File: src/rtl/wb_pkg.sv
// Shared types and defaults for the write-back stage.
// State encoding is exported so that the top can expose it on a debug port.
package wb_pkg;

    localparam int DEF_DATA_WIDTH     = 32;
    localparam int DEF_REG_ADDR_WIDTH = 5;
    localparam int DEF_CNT_WIDTH      = 32;

    // Register index that is hard-wired to zero in the register file.
    localparam int REG_ZERO = 0;

    typedef enum logic [1:0] {
        EMPTY  = 2'd0,
        ACTIVE = 2'd1,
        HELD   = 2'd2
    } wb_state_e;

endpackage

File: src/rtl/wb_retire_counter.sv
// Retired-instruction counter: async active-low clear, +1 per enabled cycle,
// wraps modulo 2^CNT_WIDTH.
module wb_retire_counter #(
    parameter int CNT_WIDTH = 32
) (
    input  logic                 clk,
    input  logic                 rst,
    input  logic                 inc_en,
    output logic [CNT_WIDTH-1:0] count
);

    logic [CNT_WIDTH-1:0] count_d;
    logic [CNT_WIDTH-1:0] count_q;

    // Next count: increment when enabled, natural wrap on overflow.
    always_comb begin
        count_d = count_q;
        if (inc_en) begin
            count_d = count_q + CNT_WIDTH'(1);
        end
    end

    // Counter register, cleared only by reset.
    always_ff @(posedge clk or negedge rst) begin
        if (!rst) begin
            count_q <= '0;
        end else begin
            count_q <= count_d;
        end
    end

    assign count = count_q;

endmodule

File: src/rtl/wb_stage.sv
// Write-back stage: MEM/WB register, result select and register-file write port.
// An entry writes only in its first (ACTIVE) cycle, so a stalled entry never
// writes twice. Optional forwarding outputs are enabled by defining WB_FWD_EN;
// without it the forwarding ports are tied to 0.
//
// Handshake: there is no valid/ready pair here; mem_valid qualifies the MEM
// inputs on any edge where stall=0 and flush=0, and stall/flush act as the
// back-pressure and kill controls for the held entry.
module wb_stage
    import wb_pkg::*;
#(
    parameter int DATA_WIDTH     = DEF_DATA_WIDTH,
    parameter int REG_ADDR_WIDTH = DEF_REG_ADDR_WIDTH,
    parameter int CNT_WIDTH      = DEF_CNT_WIDTH
) (
    input  logic                      clk,
    input  logic                      rst,
    input  logic                      mem_valid,
    input  logic                      mem_wb_en,
    input  logic                      mem_r_en,
    input  logic [DATA_WIDTH-1:0]     mem_alu_result,
    input  logic [DATA_WIDTH-1:0]     mem_rdata,
    input  logic [REG_ADDR_WIDTH-1:0] mem_dest,
    input  logic                      stall,
    input  logic                      flush,
    output logic                      write,
    output logic [REG_ADDR_WIDTH-1:0] writeaddress,
    output logic [DATA_WIDTH-1:0]     writedata,
    output logic                      wb_valid,
    output logic [CNT_WIDTH-1:0]      retired_count,
    output logic                      fwd_valid,
    output logic [REG_ADDR_WIDTH-1:0] fwd_dest,
    output logic [DATA_WIDTH-1:0]     fwd_data,
    output wb_state_e                 dbg_state
);

    wb_state_e                 state_d, state_q;
    logic                      wb_en_d, wb_en_q;
    logic                      r_en_d, r_en_q;
    logic [DATA_WIDTH-1:0]     alu_d, alu_q;
    logic [DATA_WIDTH-1:0]     rdata_d, rdata_q;
    logic [REG_ADDR_WIDTH-1:0] dest_d, dest_q;
    logic                      dest_nz;

    // Next-state and register load: flush beats stall, stall holds the data.
    always_comb begin
        state_d = state_q;
        wb_en_d = wb_en_q;
        r_en_d  = r_en_q;
        alu_d   = alu_q;
        rdata_d = rdata_q;
        dest_d  = dest_q;
        if (flush) begin
            state_d = EMPTY;
        end else if (!stall) begin
            state_d = mem_valid ? ACTIVE : EMPTY;
            wb_en_d = mem_wb_en;
            r_en_d  = mem_r_en;
            alu_d   = mem_alu_result;
            rdata_d = mem_rdata;
            dest_d  = mem_dest;
        end else if (state_q == ACTIVE) begin
            state_d = HELD;
        end
    end

    // MEM/WB pipeline register and stage state.
    always_ff @(posedge clk or negedge rst) begin
        if (!rst) begin
            state_q <= EMPTY;
            wb_en_q <= 1'b0;
            r_en_q  <= 1'b0;
            alu_q   <= '0;
            rdata_q <= '0;
            dest_q  <= '0;
        end else begin
            state_q <= state_d;
            wb_en_q <= wb_en_d;
            r_en_q  <= r_en_d;
            alu_q   <= alu_d;
            rdata_q <= rdata_d;
            dest_q  <= dest_d;
        end
    end

    assign dest_nz      = (dest_q != REG_ADDR_WIDTH'(REG_ZERO));
    assign write        = (state_q == ACTIVE) & wb_en_q & dest_nz;
    assign writeaddress = dest_q;
    assign writedata    = r_en_q ? rdata_q : alu_q;
    assign wb_valid     = (state_q != EMPTY);
    assign dbg_state    = state_q;

    // The ACTIVE cycle is the retire cycle, whether or not it writes.
    wb_retire_counter #(
        .CNT_WIDTH(CNT_WIDTH)
    ) u_retire_counter (
        .clk   (clk),
        .rst   (rst),
        .inc_en(state_q == ACTIVE),
        .count (retired_count)
    );

`ifdef WB_FWD_EN
    assign fwd_valid = wb_valid & wb_en_q & dest_nz;
    assign fwd_dest  = dest_q;
    assign fwd_data  = writedata;
`else
    assign fwd_valid = 1'b0;
    assign fwd_dest  = '0;
    assign fwd_data  = '0;
`endif

endmodule

File: config.mk
export PLATFORM = sky130hd
export DESIGN_NAME = wb_stage
export DESIGN_NICKNAME = d
export VERILOG_FILES = /design/src/rtl/wb_pkg.sv /design/src/rtl/wb_retire_counter.sv /design/src/rtl/wb_stage.sv
export SDC_FILE = /design/constraint.sdc
export NUM_CORES = 1
export LEC_CHECK = 0
export ABC_CLOCK_PERIOD_IN_PS = 3100
export CAP_MARGIN = 20
export CORE_UTILIZATION = 35
export DETAILED_ROUTE_END_ITERATION = 10
export HOLD_SLACK_MARGIN = 0.06
export PLACE_DENSITY = 0.71
export SLEW_MARGIN = 10
export SYNTH_ARGS = -nofsm -noshare
export SYNTH_HDL_FRONTEND = slang
export SYNTH_HIERARCHICAL = 1
export SYNTH_SLANG_ARGS = --single-unit
File: constraint.sdc
create_clock -name clk -period 3.1 [get_ports clk]
set_clock_uncertainty 0.2 [all_clocks]
set_input_delay 0.465 -clock clk [delete_from_list [all_inputs] [get_ports clk]]
set_output_delay 0.465 -clock clk [all_outputs]
set_load 0.05 [all_outputs]
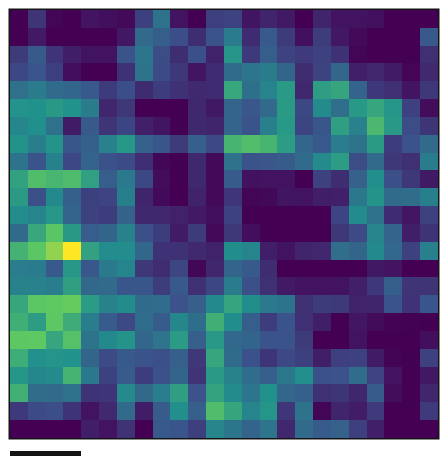
metal_density.png
The bar under the picture is 20 um long. The die is cut into 24 by 24 equal tiles; dark purple is low, yellow is high, scaled to the fullest tile. Values are wire area over tile area, all layers added.
tiles over half the peak: 13%
mean over tiles: 0.13
fullest tile: 0.49
densest ninth of the die: middle left
nearly empty tiles: 13%

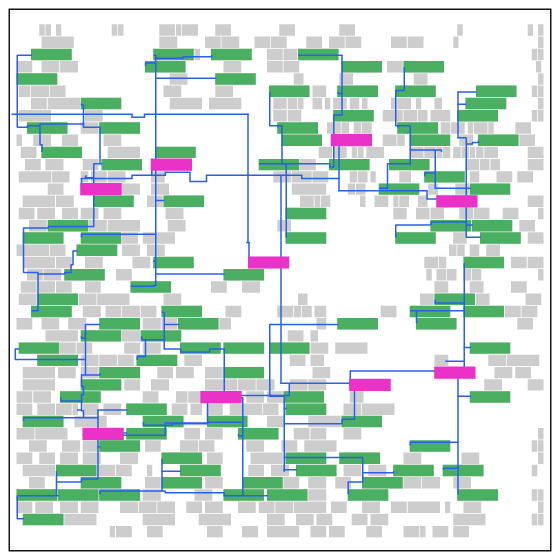
clk_routes.png
[blue] clock wires | length: 1320 um
[green] flip-flops | count: 105
[magenta] clock drivers | count: 9
flops lie: spread over the die

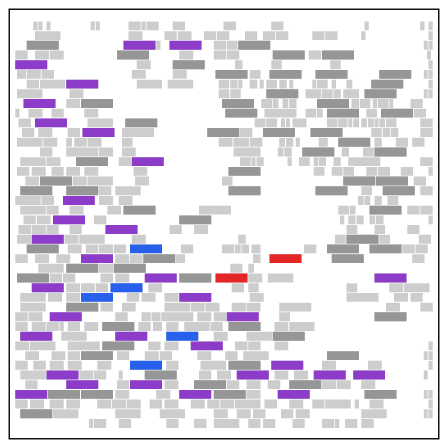
flops_by_reg.png
[purple] `alu_q` | flops: 32
[red] `dbg_state` | flops: 2
[blue] `writeaddress` | flops: 5
share of the final layout cell area in sequential cells: 0.375
sequential group power: 1.65 mW

==> flow.log <==
[metrics] run summary
[metrics] crit path time final: 2470 ps
[metrics] post-synthesis instance total: 358
[metrics] launch point of the critical path: dbg_state[1]
[metrics] count of warning messages emitted by the tools: 28
[metrics] cell type group with the largest total delay on the critical path: buffers and inverters
[metrics] post-synthesis average cell area: 13.6 um2
[metrics] max_cap viols: 0
[metrics] Total Routed Length: about 11 mm
[metrics] Inserted Clock Buffers: 9
[metrics] number of design-rule violations left by the first detailed-router iteration: ~140
[metrics] Core Footprint: 0.0134 mm2
[metrics] final routed DRC violation total: 0
[metrics] portion of netlist area occupied by mux cells: 0.240
[metrics] DR vias/cell: 4.71
[metrics] yosys warns: 6
[metrics] commonest non-fill, non-tap cell in the layout: sky130_fd_sc_hd__clkdlybuf4s50_1
[metrics] and+or+nand+nor area frac: 0.0813
[metrics] P&R area growth vs syn: 43.8%
[metrics] type of origin of the critical path: flip-flop
[metrics] clk pwr: 1.07 mW
[metrics] TritonCTS clock tree: done
[metrics] cts repair resizes: 0
[metrics] startpoint-to-endpoint class of the critical path: flip-flop to output port
[metrics] power in combinational cells: 1.61 mW
[metrics] multi-input gate share of total cell area: 0.286
[metrics] number of nets at the end of the flow: 589
[metrics] clock-cell share of area: 0.0389
[metrics] Critical Path Stages: 2
[metrics] Switching Fraction: 0.348
[metrics] share of the clock period used by the worst path after layout: 0.797
[metrics] hold path cells: 1
[metrics] worst IR drop on VDD: 0.467 mV
[metrics] number of cells in the yosys synthesis report: 358
[metrics] worst slack, placed: 882 ps
[metrics] relative contribution of combinational cells to total power: 0.372
[metrics] Arr. time, crit path: about 1800 ps
[metrics] timing endpoint of the critical path: wb_valid
[metrics] number of clock buffers in the layout: 11
[metrics] outcome: finished, final reports clean
[metrics] initial core utilization: 0.364
cell usage after synthesis, types with 5 or more instances:
cell,number,area share
sky130_fd_sc_hd__mux2_2,98,0.23
sky130_fd_sc_hd__xor2_1,12,0.022
sky130_fd_sc_hd__dfrtp_1,105,0.54
sky130_fd_sc_hd__xnor2_1,19,0.034
sky130_fd_sc_hd__nand3_1,10,0.010
sky130_fd_sc_hd__nor3_1,5,0.0051
sky130_fd_sc_hd__nand2_1,10,0.0077
sky130_fd_sc_hd__buf_4,41,0.063
sky130_fd_sc_hd__mux2_1,6,0.014
sky130_fd_sc_hd__nand4_1,10,0.013
routing by layer:
layer  track usage  share of wire  up-vias
li1              -              -     1498
met1         0.180           0.38     1619
met2         0.256           0.49      134
met3        0.0889           0.11       14
met4        0.0516          0.017        0
met5             0              0        -
No activity file was given, so power comes from the tool's default toggle rates.
